==> images/zoom.png <==
The bar under the picture is 5 µm long. Region (53, 53) to (73, 73) µm. Cells in gray, sequential cells in the stronger gray; small squares are vias.
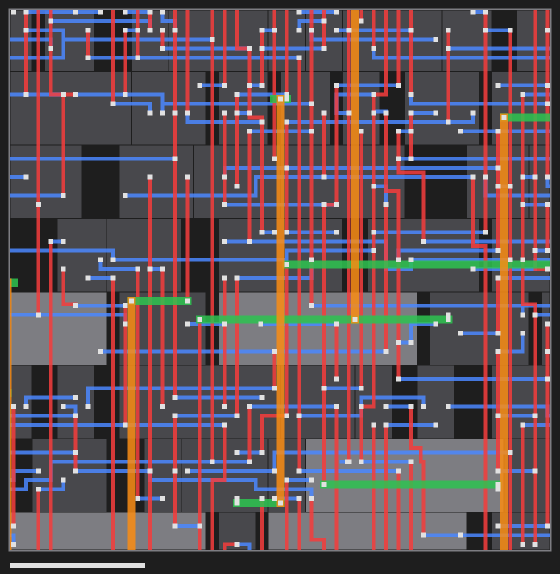
==> images/metal_stack.png <==
The bar under the picture is 20 µm long. Only two layers are drawn.
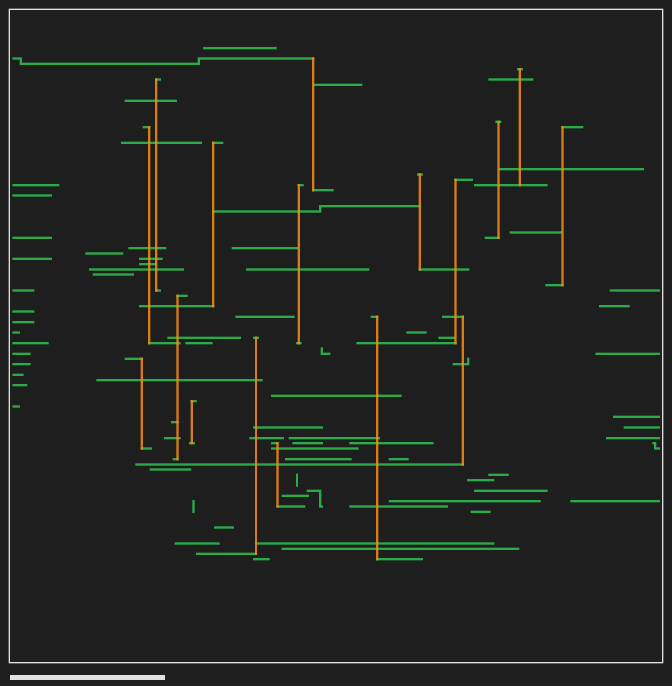
<file path="src/rtl/alu_flag_unit_pkg.sv">
// rtl/alu_flag_unit_pkg.sv - shared op codes, FSM encoding and flag helpers for the ALU flag unit
//
// Purpose: constants and helpers shared by alu_flag_unit, its bus interface,
//          the shift-add multiplier and the testbench.
// Ports:   none (package).
package alu_pkg;

    // Operation select encoding, sampled together with start.
    localparam logic [2:0] OP_ADD = 3'b000;
    localparam logic [2:0] OP_SUB = 3'b001;
    localparam logic [2:0] OP_AND = 3'b010;
    localparam logic [2:0] OP_OR  = 3'b011;
    localparam logic [2:0] OP_XOR = 3'b100;
    localparam logic [2:0] OP_SHL = 3'b101;
    localparam logic [2:0] OP_SHR = 3'b110;
    localparam logic [2:0] OP_MUL = 3'b111;

    // Control FSM states.
    localparam logic [1:0] ST_IDLE = 2'd0;
    localparam logic [1:0] ST_MUL  = 2'd1;
    localparam logic [1:0] ST_DONE = 2'd2;

    // Bit positions inside the {N,C,Z} flag register.
    localparam int FLAG_Z = 0;
    localparam int FLAG_C = 1;
    localparam int FLAG_N = 2;

    // Result of a single-cycle operation before it is registered.
    typedef struct packed {
        logic [7:0] res;
        logic       carry;
    } alu_res_t;

    // Z and N always follow the 8-bit result; only C depends on the op.
    function automatic logic [2:0] make_flags(input logic [7:0] res, input logic carry);
        logic [2:0] f;
        f         = '0;
        f[FLAG_Z] = (res == 8'h00);
        f[FLAG_C] = carry;
        f[FLAG_N] = res[7];
        return f;
    endfunction

endpackage

</file>
<file path="src/rtl/alu_flag_unit_if.sv">
// rtl/alu_flag_unit_if.sv - operand/handshake/result bundle of the ALU flag unit
//
// Purpose: groups the operand, op select, start/ready/busy/done handshake and
//          result/flag signals between the control sequencer and the ALU.
// Signals: acc_in[7:0]  accumulator operand (A)
//          temp_1[7:0]  TEMP register operand (B, already +1 substituted)
//          op[2:0]      operation select
//          start        execute request
//          ready        unit idle and able to accept start
//          busy         multiply iterating
//          done         one-cycle completion pulse
//          alu_out[7:0] result register
//          flags[2:0]   {N,C,Z}
// Modports: master = sequencer side, slave = ALU side.
interface alu_flag_unit_if;

    logic [7:0] acc_in;
    logic [7:0] temp_1;
    logic [2:0] op;
    logic       start;
    logic       ready;
    logic       busy;
    logic       done;
    logic [7:0] alu_out;
    logic [2:0] flags;

    modport master (
        output acc_in,
        output temp_1,
        output op,
        output start,
        input  ready,
        input  busy,
        input  done,
        input  alu_out,
        input  flags
    );

    modport slave (
        input  acc_in,
        input  temp_1,
        input  op,
        input  start,
        output ready,
        output busy,
        output done,
        output alu_out,
        output flags
    );

endinterface

</file>
<file path="src/rtl/alu_flag_unit_shift_add_mul.sv">
// rtl/alu_flag_unit_shift_add_mul.sv - iterative unsigned shift-add multiplier
//
// Purpose: one multiplier bit per step; after MUL_CYCLES steps the product
//          holds the unsigned 2*WIDTH-bit result.
// Ports:   clk          clock
//          rst          synchronous active-high reset, clears all state
//          load         capture a (multiplicand) and b (multiplier), clear product
//          a, b         operands
//          step         perform one iteration this cycle
//          product      value the product register takes at this step's edge
//          last         the current step is the final iteration
import alu_pkg::*;

module shift_add_mul #(
    parameter int WIDTH      = 8,
    parameter int MUL_CYCLES = 8
) (
    input  logic                 clk,
    input  logic                 rst,
    input  logic                 load,
    input  logic [WIDTH-1:0]     a,
    input  logic [WIDTH-1:0]     b,
    input  logic                 step,
    output logic [2*WIDTH-1:0]   product,
    output logic                 last
);

    localparam int             CW       = (MUL_CYCLES > 1) ? $clog2(MUL_CYCLES) : 1;
    localparam logic [CW-1:0]  LAST_CNT = CW'(MUL_CYCLES - 1);

    logic [WIDTH-1:0]   r_mcand;
    logic [WIDTH-1:0]   r_mplier;
    logic [2*WIDTH-1:0] r_prod;
    logic [CW-1:0]      r_cnt;

    logic [WIDTH:0]     w_upper;
    logic [2*WIDTH-1:0] w_next_prod;

    // Add the multiplicand into the upper half with a carry bit, then shift
    // {carry, product} right by one. Dropping the old LSB is done by taking
    // only r_prod[WIDTH-1:1] rather than building a wider vector.
    always_comb begin
        w_upper     = {1'b0, r_prod[2*WIDTH-1:WIDTH]};
        if (r_mplier[0]) begin
            w_upper = w_upper + {1'b0, r_mcand};
        end
        w_next_prod = {w_upper, r_prod[WIDTH-1:1]};
    end

    // The top registers the result on the same edge as the final step, so it
    // sees the post-step value rather than the stale register.
    assign product = w_next_prod;
    assign last    = (r_cnt == LAST_CNT);

    always_ff @(posedge clk) begin
        if (rst) begin
            r_mcand  <= '0;
            r_mplier <= '0;
            r_prod   <= '0;
            r_cnt    <= '0;
        end else if (load) begin
            r_mcand  <= a;
            r_mplier <= b;
            r_prod   <= '0;
            r_cnt    <= '0;
        end else if (step) begin
            r_prod   <= w_next_prod;
            r_mplier <= r_mplier >> 1;
            r_cnt    <= r_cnt + 1'b1;
        end
    end

endmodule

</file>
<file path="src/rtl/alu_flag_unit.sv">
// rtl/alu_flag_unit.sv - ALU execution stage with result register and Z/C/N flags
//
// Purpose: executes the op selected by the sequencer on acc_in (A) and
//          temp_1 (B). Logic/arith/shift ops finish in one cycle; MUL runs on
//          the shift-add multiplier for MUL_CYCLES cycles.
// Ports:   clk  clock
//          rst  synchronous active-high reset
//          bus  alu_flag_unit_if.slave: acc_in, temp_1, op, start in;
//               ready, busy, done, alu_out, flags out
import alu_pkg::*;

module alu_flag_unit #(
    parameter int WIDTH      = 8,
    parameter int MUL_CYCLES = 8
) (
    input  logic            clk,
    input  logic            rst,
    alu_flag_unit_if.slave  bus
);

    logic [1:0]         r_state;
    logic [WIDTH-1:0]   r_alu_out;
    logic [2:0]         r_flags;

    alu_res_t           w_single;
    logic [WIDTH:0]     w_sum;
    logic [WIDTH:0]     w_diff;
    logic               w_accept;
    logic               w_mul_load;
    logic               w_mul_step;
    logic [2*WIDTH-1:0] w_mul_product;
    logic               w_mul_last;

    // start is only honoured in IDLE; anything else is dropped, not queued.
    assign w_accept   = (r_state == ST_IDLE) && bus.start;
    assign w_mul_load = w_accept && (bus.op == OP_MUL);
    assign w_mul_step = (r_state == ST_MUL);

    // 9-bit add/subtract: bit 8 is the carry out, or for subtraction the
    // unsigned borrow (set exactly when A < B).
    assign w_sum  = {1'b0, bus.acc_in} + {1'b0, bus.temp_1};
    assign w_diff = {1'b0, bus.acc_in} - {1'b0, bus.temp_1};

    always_comb begin
        w_single = '0;
        unique case (bus.op)
            OP_ADD: w_single = '{res: w_sum[7:0],  carry: w_sum[8]};
            OP_SUB: w_single = '{res: w_diff[7:0], carry: w_diff[8]};
            OP_AND: w_single = '{res: bus.acc_in & bus.temp_1, carry: 1'b0};
            OP_OR:  w_single = '{res: bus.acc_in | bus.temp_1, carry: 1'b0};
            OP_XOR: w_single = '{res: bus.acc_in ^ bus.temp_1, carry: 1'b0};
            OP_SHL: w_single = '{res: {bus.acc_in[6:0], 1'b0}, carry: bus.acc_in[7]};
            OP_SHR: w_single = '{res: {1'b0, bus.acc_in[7:1]}, carry: bus.acc_in[0]};
            default: w_single = '0;
        endcase
    end

    shift_add_mul #(
        .WIDTH      (WIDTH),
        .MUL_CYCLES (MUL_CYCLES)
    ) u_mul (
        .clk     (clk),
        .rst     (rst),
        .load    (w_mul_load),
        .a       (bus.acc_in),
        .b       (bus.temp_1),
        .step    (w_mul_step),
        .product (w_mul_product),
        .last    (w_mul_last)
    );

    // Reset zeroes the result and flags too, so a multiply aborted by reset
    // leaves no trace and never produces done.
    always_ff @(posedge clk) begin
        if (rst) begin
            r_state   <= ST_IDLE;
            r_alu_out <= '0;
            r_flags   <= '0;
        end else begin
            case (r_state)
                ST_IDLE: begin
                    if (w_accept) begin
                        if (bus.op == OP_MUL) begin
                            r_state <= ST_MUL;
                        end else begin
                            r_alu_out <= w_single.res;
                            r_flags   <= make_flags(w_single.res, w_single.carry);
                            r_state   <= ST_DONE;
                        end
                    end
                end
                ST_MUL: begin
                    if (w_mul_last) begin
                        // C reports that the high byte of the product was lost.
                        r_alu_out <= w_mul_product[WIDTH-1:0];
                        r_flags   <= make_flags(w_mul_product[WIDTH-1:0],
                                                |w_mul_product[2*WIDTH-1:WIDTH]);
                        r_state   <= ST_DONE;
                    end
                end
                ST_DONE: begin
                    r_state <= ST_IDLE;
                end
                default: begin
                    r_state <= ST_IDLE;
                end
            endcase
        end
    end

    assign bus.ready   = (r_state == ST_IDLE);
    assign bus.busy    = (r_state == ST_MUL);
    assign bus.done    = (r_state == ST_DONE);
    assign bus.alu_out = r_alu_out;
    assign bus.flags   = r_flags;

endmodule

</file>
<file path="src/flat_wrapper.sv">
// flat-port wrapper written by rule: the top's interface ports become plain ports
module alu_flag_unit_flat 
#(
    parameter int WIDTH      = 8,
    parameter int MUL_CYCLES = 8
)
  (clk, rst, bus_acc_in, bus_temp_1, bus_op, bus_start, bus_ready, bus_busy, bus_done, bus_alu_out, bus_flags);
  alu_flag_unit_if bus_i ();
  input  logic clk;
  input  logic rst;
  input wire logic [$bits(bus_i.acc_in)-1:0] bus_acc_in;
  input wire logic [$bits(bus_i.temp_1)-1:0] bus_temp_1;
  input wire logic [$bits(bus_i.op)-1:0] bus_op;
  input wire logic [$bits(bus_i.start)-1:0] bus_start;
  output wire logic [$bits(bus_i.ready)-1:0] bus_ready;
  output wire logic [$bits(bus_i.busy)-1:0] bus_busy;
  output wire logic [$bits(bus_i.done)-1:0] bus_done;
  output wire logic [$bits(bus_i.alu_out)-1:0] bus_alu_out;
  output wire logic [$bits(bus_i.flags)-1:0] bus_flags;
  assign bus_i.acc_in = bus_acc_in;
  assign bus_i.temp_1 = bus_temp_1;
  assign bus_i.op = bus_op;
  assign bus_i.start = bus_start;
  assign bus_ready = bus_i.ready;
  assign bus_busy = bus_i.busy;
  assign bus_done = bus_i.done;
  assign bus_alu_out = bus_i.alu_out;
  assign bus_flags = bus_i.flags;
  alu_flag_unit #(.WIDTH(WIDTH), .MUL_CYCLES(MUL_CYCLES)) u_core (.clk(clk), .rst(rst), .bus(bus_i));
endmodule
</file>
<file path="config.mk">
export PLATFORM = sky130hd
export DESIGN_NAME = alu_flag_unit_flat
export DESIGN_NICKNAME = d
export VERILOG_FILES = /design/src/rtl/alu_flag_unit_pkg.sv /design/src/rtl/alu_flag_unit_if.sv /design/src/rtl/alu_flag_unit_shift_add_mul.sv /design/src/rtl/alu_flag_unit.sv /design/src/flat_wrapper.sv
export SDC_FILE = /design/constraint.sdc
export NUM_CORES = 1
export LEC_CHECK = 0
export CORE_UTILIZATION = 54
export CTS_BUF_LIST = sky130_fd_sc_hd__clkbuf_4
export DETAILED_ROUTE_END_ITERATION = 8
export PLACE_DENSITY = 0.8
export SLEW_MARGIN = 20
export SYNTH_ARGS = -nofsm -noshare
export SYNTH_HDL_FRONTEND = slang
export SYNTH_SLANG_ARGS = --single-unit
export TNS_END_PERCENT = 10
</file>
<file path="constraint.sdc">
create_clock -name clk -period 2.3 [get_ports clk]
set_clock_uncertainty 0.05 [all_clocks]
set_input_delay 0.46 -clock clk [delete_from_list [all_inputs] [get_ports clk]]
set_output_delay 0.46 -clock clk [all_outputs]
set_load 0.005 [all_outputs]
</file>
==> Flow_metrics.wiki <==
== Run summary ==
{| class="wikitable"
! Metric !! Value
|-
| Met1 usage in global routing || 41.3%
|-
| Library cell occupying the most area in the post-synthesis netlist || dfxtp_1
|-
| Top Layout Cells || buf_4 (97), nand2_1 (58), dfxtp_1 (45), a21oi_1 (40), nor2_1 (37)
|-
| Non-Clock Buffer Count || 136
|-
| Violations in the final reports || DRC
|-
| Floorplan-stage core utilization || 56.7%
|-
| Top Usage Layer GRT || met2
|-
| Register fraction of the total cell area || 18.0%
|-
| Clk root buf || clkbuf_4
|-
| Area reported by Yosys stat || 3640 µm²
|-
| Post-Syn Area || 3640 µm²
|-
| Number of antenna violations at the first check in global routing || 0
|-
| Number of cells after detailed placement || 648
|-
| Post-synthesis cell count || 470
|-
| Die X-Extent || 84.1 µm
|-
| Clock slew seen by the registers of the worst setup and hold paths || 140 ps
|-
| Gate Area || 2790 µm²
|-
| Post-Route Hold Slack || 418 ps
|-
| Remaining antenna violation count after routing || 0
|-
| Post-placement cell area || 4720 µm²
|-
| Setup slack of the critical path after layout || 41.1 ps
|-
| Outcome || finished, violations left
|-
| Clock buffers created by TritonCTS || 5
|-
| Most common cell after layout, fill and taps aside || buf_4
|-
| Pins Over Slew Limit || 0
|-
| Number of different library cells in the post-synthesis netlist || 63
|-
| Boundary pin count || 36
|-
| Pin count of the biggest net entering global routing || 27
|-
| # DRC || 3
|-
| EDFF count, synth || 0
|-
| Wire length of the first global-routing pass || 19,500 µm
|-
| Fillers || 449
|-
| Detailed-route wire length on metal 1 || 5090 µm
|-
| Max layer used || met4
|-
| Top cells by area || dfxtp_1 (25%), ha_1 (12%), nand2_1 (6.1%)
|-
| Signal arrival time at the worst endpoint || 2490 ps
|-
| Count of max-cap constraint violations || 0
|-
| Multi-input gate count || 366
|-
| Sinks on the clock net || 46
|-
| Number of I/O port buffers || 35
|-
| Site Rows || 29
|-
| Y dimension of the die || 84.1 µm
|-
| Proportion of synthesized flip-flops having asynchronous set or reset || 0%
|-
| Total setup violations reported at the end of the flow || 0
|-
| Clock tree from TritonCTS || built
|}
-- zoom.png (at the start) --
Key: met3 = green; met1 = blue; met2 = red; met4 = orange
Netlist names of flops here include u_core.u_mul.r_prod (3), u_core.u_mul.r_mcand (1). 42 logic cells have their middle in the window. Most frequent: nor2_1 (7). Sequential cells in the window: 4.

-- metal_stack.png (at the start) --
Key: met4 = orange [wire length 322 µm]; met3 = green [wire length 659 µm]
via count: 4,019
total length of routed wires: 11,900 µm

==> state kept, by name, summed over array words and instances (netlist names) <==
name / count
u_core.bus.alu_out: 8
u_core.bus.flags: 2
u_core.r_state: 2
u_core.u_mul.r_cnt: 3
u_core.u_mul.r_mcand: 8
u_core.u_mul.r_mplier: 8
u_core.u_mul.r_prod: 15
==> critical path, delay by kind of cell <==
| family | cells | cell delay [ps] |
|---|---|---|
| AOI/OAI and AO/OA | 4 | 870 |
| buffers and inverters | 2 | 570 |
| and+or+nand+nor | 1 | 390 |
| adders and majority gates | 1 | 210 |
==> cell families (layout without fill, tap and decap cells) <==
group,after synthesis,in the layout,share of synthesized area (%)
AND-OR/OR-AND,138,138,26.1
XOR/XNOR,7,7,1.68
adder cells (fa/ha/maj),38,38,13.7
buffers and inverters,58,172,6.32
flip-flops,46,46,25.3
multiplexers,14,14,4.26
AND/OR/NAND/NOR,169,169,22.7
==> power breakdown <==
part	internal, mW	switching (mW)	total (mW)
registers	0.824	0.0198	0.844
clock network	0.231	0.281	0.512
logic	0.392	0.386	0.779
==> what timing repair did <==
action                                  4_1_cts  5_1_grt
resized                                      48       33
endpoints found under the setup margin       10        7
pin swaps                                    17       10
setup buffers                                 3        2
==> path summary, 6_finish.rpt <==
| kind | startpoint | to |
|---|---|---|
| max | bus_temp_1[5] | u_core.bus.flags[0]$_SDFFE_PP0P_ |
| min | u_core.u_mul.r_mplier[1]$_SDFFE_PP0P_ | u_core.u_mul.r_mplier[1]$_SDFFE_PP0P_ |
| max reg2reg | u_core.u_mul.r_prod[8]$_SDFFE_PP0P_ | u_core.bus.flags[1]$_SDFFE_PP0P_ |
| min reg2reg | u_core.u_mul.r_mplier[1]$_SDFFE_PP0P_ | u_core.u_mul.r_mplier[1]$_SDFFE_PP0P_ |
Power and IR drop assume default switching activity.
